### src/rtl/qam4_pkg.sv
// Constants shared by the QAM4 modulator and demodulator: bit/sign mapping, FSM encoding, default width.
package qam4_pkg;
  localparam int DEFAULT_DATA_W = 8;

  // Bit 0 rides on +A, bit 1 rides on -A.
  localparam logic BIT0_POS = 1'b0;
  localparam logic BIT1_NEG = 1'b1;

  localparam logic IDLE  = 1'b0;
  localparam logic ACCUM = 1'b1;
endpackage

### src/rtl/qam4_int_dump.sv
// One-rail integrate-and-dump; sum is the running total including the current sample.
// The register takes sum on load/add, and clear wins over both.
module qam4_int_dump #(
  parameter int DATA_W = 8,
  parameter int SPS    = 4
) (
  input  logic                             clk,
  input  logic                             reset,
  input  logic                             clear,
  input  logic                             load,
  input  logic                             add,
  input  logic signed [DATA_W-1:0]         sample,
  output logic signed [DATA_W+$clog2(SPS):0] sum
);
  localparam int ACC_W = DATA_W + $clog2(SPS) + 1;

  logic signed [ACC_W-1:0] acc;
  logic signed [ACC_W-1:0] sample_ext;

  assign sample_ext = {{(ACC_W-DATA_W){sample[DATA_W-1]}}, sample};
  // A load starts a fresh symbol, so the stale accumulator is ignored.
  assign sum = (load ? '0 : acc) + sample_ext;

  always_ff @(posedge clk) begin
    if (reset) begin
      acc <= '0;
    end else if (clear) begin
      acc <= '0;
    end else if (load || add) begin
      acc <= sum;
    end
  end
endmodule

### src/rtl/qam4_demod.sv
// QAM4 demodulator: per-rail integrate-and-dump over SPS samples, sign decision, one-entry valid/ready output.
// Optional QAM4_DEMOD_STATS_EN adds sym_count and tie_count outputs.
module qam4_demod
  import qam4_pkg::*;
#(
  parameter int DATA_W = DEFAULT_DATA_W,
  parameter int SPS    = 4
) (
  input  logic                     clk,
  input  logic                     reset,
  input  logic                     in_valid,
  input  logic signed [DATA_W-1:0] in_i,
  input  logic signed [DATA_W-1:0] in_q,
  input  logic                     sym_start,
  output logic                     out_valid,
  output logic [1:0]               out_bits,
  input  logic                     out_ready,
  output logic                     overflow,
  output logic                     align_err
`ifdef QAM4_DEMOD_STATS_EN
  ,
  output logic [31:0]              sym_count,
  output logic [15:0]              tie_count
`endif
);
  localparam int ACC_W = DATA_W + $clog2(SPS) + 1;
  localparam int CNT_W = $clog2(SPS + 1);

  logic                    state;
  logic [CNT_W-1:0]        cnt;
  logic [CNT_W-1:0]        cnt_nxt;
  logic                    first;
  logic                    cont;
  logic                    take;
  logic                    decide;
  logic signed [ACC_W-1:0] sum_i;
  logic signed [ACC_W-1:0] sum_q;
  logic [1:0]              dec_bits;

  always_comb begin
    first       = in_valid && sym_start;
    cont        = in_valid && !sym_start && (state == ACCUM);
    take        = first || cont;
    cnt_nxt     = first ? CNT_W'(1) : cnt + CNT_W'(1);
    decide      = take && (cnt_nxt == CNT_W'(SPS));
    dec_bits[1] = sum_i[ACC_W-1] ? BIT1_NEG : BIT0_POS;
    dec_bits[0] = sum_q[ACC_W-1] ? BIT1_NEG : BIT0_POS;
  end

  qam4_int_dump #(.DATA_W(DATA_W), .SPS(SPS)) u_rail_i (
    .clk(clk), .reset(reset), .clear(decide), .load(first), .add(cont),
    .sample(in_i), .sum(sum_i)
  );

  qam4_int_dump #(.DATA_W(DATA_W), .SPS(SPS)) u_rail_q (
    .clk(clk), .reset(reset), .clear(decide), .load(first), .add(cont),
    .sample(in_q), .sum(sum_q)
  );

  always_ff @(posedge clk) begin
    if (reset) begin
      state     <= IDLE;
      cnt       <= '0;
      out_valid <= 1'b0;
      out_bits  <= 2'b00;
      overflow  <= 1'b0;
      align_err <= 1'b0;
    end else begin
      if (first) state <= ACCUM;
      // A sym_start with a partial symbol in flight means the source lost alignment.
      if (first && (state == ACCUM) && (cnt != '0)) align_err <= 1'b1;

      if (decide)    cnt <= '0;
      else if (take) cnt <= cnt_nxt;

      if (decide) begin
        if (!out_valid || out_ready) begin
          out_bits  <= dec_bits;
          out_valid <= 1'b1;
        end else begin
          overflow  <= 1'b1;
        end
      end else if (out_valid && out_ready) begin
        out_valid <= 1'b0;
      end
    end
  end

`ifdef QAM4_DEMOD_STATS_EN
  always_ff @(posedge clk) begin
    if (reset) begin
      sym_count <= '0;
      tie_count <= '0;
    end else if (decide) begin
      sym_count <= sym_count + 32'd1;
      if (((sum_i == '0) || (sum_q == '0)) && (tie_count != 16'hFFFF))
        tie_count <= tie_count + 16'd1;
    end
  end
`endif
endmodule
### config.mk
export PLATFORM = sky130hd
export DESIGN_NAME = qam4_demod
export DESIGN_NICKNAME = d
export VERILOG_FILES = /design/src/rtl/qam4_pkg.sv /design/src/rtl/qam4_int_dump.sv /design/src/rtl/qam4_demod.sv
export SDC_FILE = /design/constraint.sdc
export NUM_CORES = 1
export LEC_CHECK = 0
export CAP_MARGIN = 5
export CORE_UTILIZATION = 47
export DETAILED_ROUTE_END_ITERATION = 10
export GPL_TIMING_DRIVEN = 0
export HOLD_SLACK_MARGIN = 0.12
export PLACE_DENSITY_LB_ADDON = 0.2
export SLEW_MARGIN = 0
export SYNTH_ARGS = -nofsm -noshare
export SYNTH_HDL_FRONTEND = slang
export SYNTH_HIERARCHICAL = 1
export SYNTH_SLANG_ARGS = --single-unit
export TNS_END_PERCENT = 50
### constraint.sdc
create_clock -name clk -period 3.4 [get_ports clk]
set_clock_uncertainty 0.05 [all_clocks]
set_input_delay 0.68 -clock clk [delete_from_list [all_inputs] [get_ports clk]]
set_output_delay 0.68 -clock clk [all_outputs]
set_load 0.02 [all_outputs]
==> metrics.yaml, run 1 <==
timing:
  tmin_final_ps: 3330
  final_count_of_pins_violating_max_slew: 0
  grt_setup_unrepaired: "yes"
  setup-tns-final_ps: 0
  report.final.setup_viol: 0
  hold_viol: 0
final_layout:
  antennaDiodeCount: 0
  post_route_cells_drive_above_1_share_pct: 8.46
  area_added_between_synthesis_and_finish_pct: 19.8
  net_count_reported_at_finish: 363
  layout.cells.non_filler: 386
run_status:
  outcome: "complete, no violations"
clock_tree:
  clk-insertion-delay-late_ps: 280
  cts_tree: "done"
  htree_levels: 2
  post-cts-setup-buffer-count: 0
  clock-sinks: 31
  maximum_buffer_depth_of_the_clock_tree: 2
placed_design:
  gp_congestion: 0.814
  hpwlAfterDp_mm: 3.36
floorplanning:
  core_region_area_sq_mm: 0.00475
  fp-row-count: 25
  dieArea_sq_mm: 0.00527
  floorplan.initialDensity_pct: 49.3
synthesis:
  syn-mean-instance-area_sq_um: 8.19
  syn_inst: 286
drt:
  detail_route.wirelength_mm: 4.52
  number_of_design_rule_violations_left_by_the_first_detailed_router_iteration: 66
  ant_nets_after_route: 0
  initial_drt_pass_iterations: 4
worst_setup_path:
  timing_worst_setup_path_type: "in -> reg"
  crit_path_end_kind: "register"
  r2r-start: "cnt[0]"
power:
  intPower_uw: 698
  net-switching-power_uw: 286
  static-leakage-power_nw: 1.12
global_routing:
  grt-ovfl-total: 0
  grt_pass1_wl_mm: 7.45
  via_count_of_the_first_global_routing_pass: 1705
run:
  max-cap-violations: 0
  tool_warnings: 28
min_path:
  timing.hold.worst.start: "u_rail_i/acc[0]"
  hold_path.class: "reg -> reg"
[run 1: path summary, 6_finish.rpt]
check / end / slack (ps) / cells after the start
worst max-delay path: out_bits[1] / 70 / 15
worst min-delay path: u_rail_i/acc[0] / 400 / 2
worst max register to register: u_rail_i/acc[10] / 720 / 10
worst min register to register: u_rail_i/acc[0] / 400 / 2
[run 1: final cells by class]
| class | count | area [sq um] |
|---|---|---|
| clock inverter | 1 | 7.51 |
| multi-input combinational | 230 | 1640 |
| clock buffer | 7 | 96.3 |
| timing repair buffer | 25 | 250 |
| inverter | 16 | 60.1 |
| sequential | 31 | 621 |
| fill | 462 | 1950 |
| buffer | 9 | 48.8 |
| tap | 67 | 83.8 |
[run 1: sequential cells by signal, indices dropped and copies added (netlist names)]
| register | flops |
|---|---|
| state | 1 |
| u_rail_q/acc | 11 |
| overflow | 1 |
| u_rail_i/acc | 11 |
| align_err | 1 |
| cnt | 3 |
| out_valid | 1 |
| out_bits | 2 |
[run 1: metrics by stage]
stage	hold WS [ps]	utilization, %	cell area (sq um)	setup WS [ps]
2_1_floorplan	377	-	2340	366
3_3_place_gp	383	56.3	2680	-677
3_5_place_dp	389	56.3	2680	-706
4_1_cts	398	58.7	2790	26.8
5_1_grt	415	59.1	2810	-25.5
6_report	396	59.1	2810	68.8
[run 1: placed cells by master (no fill, tap or decap), types with 5 or more instances in the layout]
cell / count
nor3_1: 9
nor2b_1: 27
inv_1: 16
clkdlybuf4s50_1: 25
clkbuf_8: 7
nand2_1: 22
nand2b_1: 7
a21oi_1: 26
mux2i_1: 6
nor2_1: 27
dfxtp_1: 31
xnor2_1: 13
ha_1: 22
o21ai_0: 5
[run 1: metal layers]
layer	part of all wire (%)	vias to the layer above	GRT usage, %
met5	0	-	0
li1	-	1070	-
met2	44	39	27.6
met1	51	911	24.9
met4	0.86	0	5.23
met3	3.9	5	4.14
[run 1: critical path: stages]
cell and delay [ps]:
clkdlybuf4s50_1 530, and2_4 250, clkbuf_4 230, nor2b_1 60, ha_1 190, inv_1 70, fa_1 190, nor2b_1 70
o31a_1 280, o2111ai_1 240, nand3_2 170, xnor2_1 170, xnor2_1 120, mux2i_1 140, nor2_1 50
[run 1: timing repair]
item,CTS,global route
pin swaps,0,1
setup endpoints to repair,12,3
cloned,0,0
gates resized,6,4
[run 1: power by group through the flow]
stage / Clock [mW] / Sequential [mW] / Combinational [mW]
floorplan: 0 / 0.405 / 0.194
global placement: 0 / 0.406 / 0.253
detailed placement: 0 / 0.407 / 0.255
CTS: 0.336 / 0.399 / 0.259
global route: 0.350 / 0.402 / 0.291
finish: 0.325 / 0.399 / 0.260
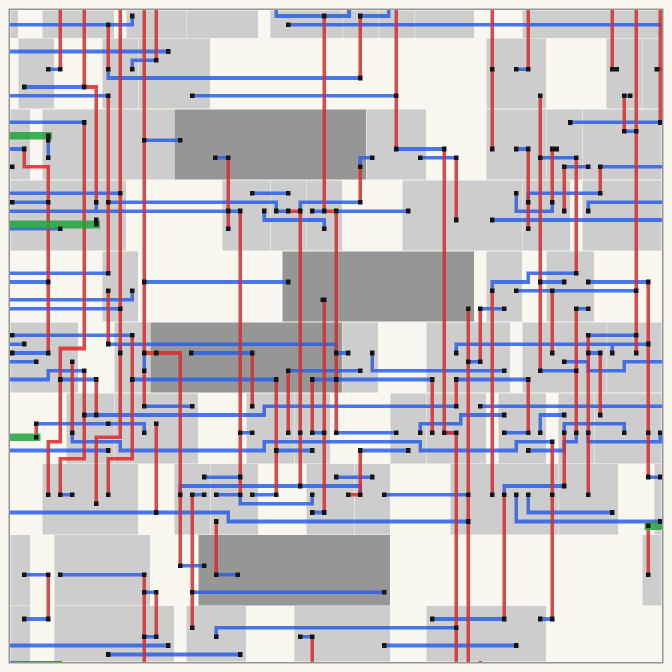
Fig. 1. A small window of the routed layout (run 1).
Window x 42 to 67, y 6 to 31 um. Cells in gray, sequential cells in the stronger gray; small squares are vias.
- red: met2
- green: met3
- blue: met1
- cells with their middle in the window: 52
- sequential cells in the window: 4
- netlist names of flops here include: u_rail_i/acc (4)
- most frequent: nand2_1 (8), nor2b_1 (6), a21oi_1 (6)

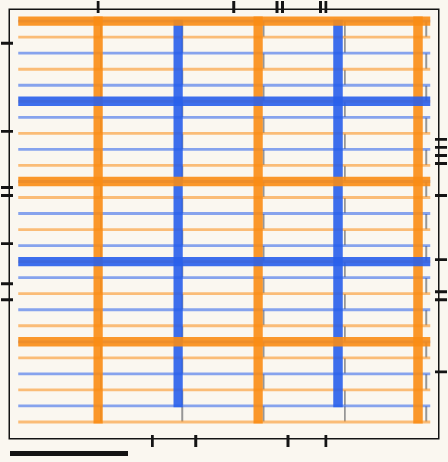
Fig. 2. Floorplan with the power grid (run 1).
The bar under the picture is 20 um long. Pins as bars on the die edge. Tap cells in gray.
- orange: VSS
- blue: VDD
- signal pins: 26
- met5 straps: 5
- rows: 25
- met1 rails: 26
- tap cells: 67

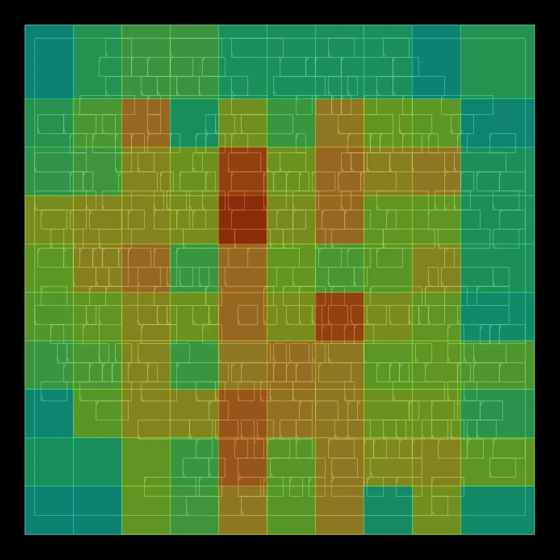
Fig. 3. Routing congestion (run 1).
fraction of met1 tracks used by global routing: 24.9%
DR WL/cell: 11.7 um
combined global-route utilization of all metal layers: 17.9%
global-route track usage on met2: 27.6%

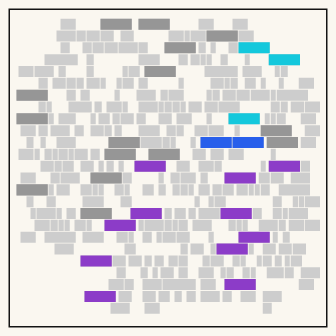
Fig. 4. Sequential cells colored by netlist name (run 1).
Other sequential cells in the stronger gray, the rest of the logic in the fainter gray.
- blue: out_bits (flops 2)
- cyan: cnt (flops 3)
- purple: u_rail_i/acc (flops 11)
- not colored: 15

Fig. 5: run 1, signal wires by layer
Two of the layers only.
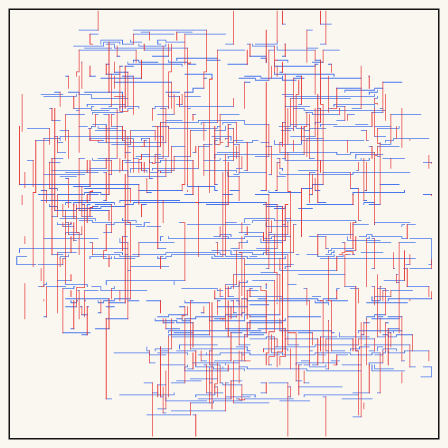

## Run 2: what changed since run 1
REMOVE_ABC_BUFFERS = 1   (was not set)
clock period = 3.72 ns   (was 3.4 ns; I/O delays follow)
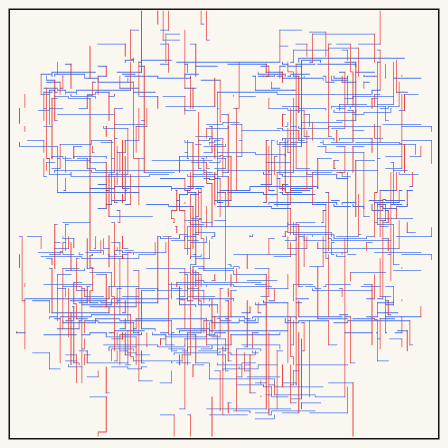
Fig. 6. Signal wires by layer (run 2).
Two of the layers only.
- red: met2 (wire length 2100 um)
- blue: met1 (wire length 2170 um)

==> run 2 against run 1 <==
- non-clock buffer count shrank 9
- setup slack gained 270 ps
- area after synthesis is the same
- power shrank 10%
- largest cell class unchanged
==> metrics.yaml, run 2 <==
run_status:
  outcome: "complete, no violations"
synthesis:
  syn_inst: 286  # unchanged
drt:
  detail_route.wirelength_mm: 4.46  # -1.4%
  initial_drt_pass_iterations: 4  # unchanged
  number_of_design_rule_violations_left_by_the_first_detailed_router_iteration: 148  # +120%
  ant_nets_after_route: 0  # unchanged
  post_drt_wl_per_cell_um: 11.8  # +1.0%
placed_design:
  gp_congestion: 0.830  # +2.0%
  dpl-instance-area_sq_mm: 0.00264  # -1.5%
clock_tree:
  htree_levels: 2  # unchanged
  cts_tree: "done"
  post-cts-setup-buffer-count: 0  # unchanged
  clk-insertion-delay-late_ps: 280  # about the same
  clock-sinks: 31  # unchanged
timing:
  hold_viol: 0  # unchanged
  grt_setup_unrepaired: "no"
  final_count_of_pins_violating_max_slew: 0  # unchanged
  report.final.setup_viol: 0  # unchanged
final_layout:
  mostFrequentLayoutCells: "dfxtp_1, nor2_1, nor2b_1"
  area_added_between_synthesis_and_finish_pct: 16.9
  core_occupancy_in_the_finished_layout_pct: 57.6  # -1.4 points
  post_route_cells_drive_above_1_share_pct: 6.13  # -2.3 points
  layout_top_registers: "u_rail_i/acc (11), u_rail_q/acc (11), cnt (3)"
  finalInstanceArea_sq_mm: 0.00274  # -2.5%
  leading_cell_type_in_the_layout_fill_and_taps_excluded: "dfxtp_1"
worst_setup_path:
  r2r-start: "cnt[0]"
  setup.reg_to_reg.worst_slack_ps: 910  # +190 ps
  timing_worst_setup_path_type: "in -> reg"
  worst_path_largest_cell_delay_ps: 540  # about the same
  cells_traversed_along_the_worst_timing_path: "clkdlybuf4s50_1 -> and2_4 -> nor2b_1 -> ha_1 -> inv_1 -> fa_1 -> nor2b_1 -> o31a_1 -> o2111ai_1 -> nand3_1 -> xnor2_1 -> xnor2_1 -> mux2i_1 -> nor2_1"
global_routing:
  grt-ovfl-total: 0  # unchanged
  track_usage_pct: 18.8  # +0.88 points
  via_count_of_the_first_global_routing_pass: 1835  # +7.6%
power:
  net-switching-power_uw: 251  # -12%
  static-leakage-power_nw: 1.08  # -3.4%
min_path:
  hold_path.class: "reg -> reg"
floorplanning:
  core_region_area_sq_mm: 0.00475  # unchanged
## run 2: metal layers
layer	GRT usage, %	share of wire (%)
met4	6.54	1.1
met1	24.1	49
met2	30.9	47
met3	4.28	3.0
met5	0	0
## run 2: worst max-delay path: cells and delay by family
kind / cells / cell delay (ps)
buffers and inverters: 2 / 610
AOI/OAI and AO/OA: 2 / 480
xor gates and xnor gates: 2 / 330
and+or+nand+nor: 5 / 780
adders and majority gates: 2 / 400
muxes: 1 / 130
## run 2: final timing paths
check                         end  depth (start not counted)
setup / recovery      out_bits[1]                         14
hold / removal    u_rail_i/acc[5]                          2
setup reg to reg  u_rail_i/acc[9]                          8
hold reg to reg   u_rail_i/acc[5]                          2
## run 2: cell type report
class,instances,area [sq um]
Tap cell,67,83.8
Clock buffer,8,100
Fill cell,447,2020
Multi-Input combinational cell,230,1620
Sequential cell,31,621
Timing Repair Buffer,25,250
Inverter,16,60.1
## run 2: timing repair
item / in CTS / in global routing
hold endpoints to repair: 0 / 0
gates resized: 1 / 1
hold buffers: 0 / 0
setup endpoints to repair: 9 / 2
## run 2: power groups by stage
stage	logic, mW	clock network, mW	registers (mW)
final	0.231	0.289	0.365
after global routing	0.262	0.311	0.368
after CTS	0.232	0.302	0.365
after detailed placement	0.230	0	0.373
after global placement	0.227	0	0.372
after floorplan	0.172	0	0.370
## run 2: stage by stage
step	TNS, ps	setup WS [ps]	hold WS, ps
global placement	-4350	-536	385
CTS	0	107	403
finish	0	338	395
floorplan	0	602	377
global route	0	67.8	418
detailed placement	-4750	-570	393
No activity file was given, so power comes from the tool's default toggle rates.
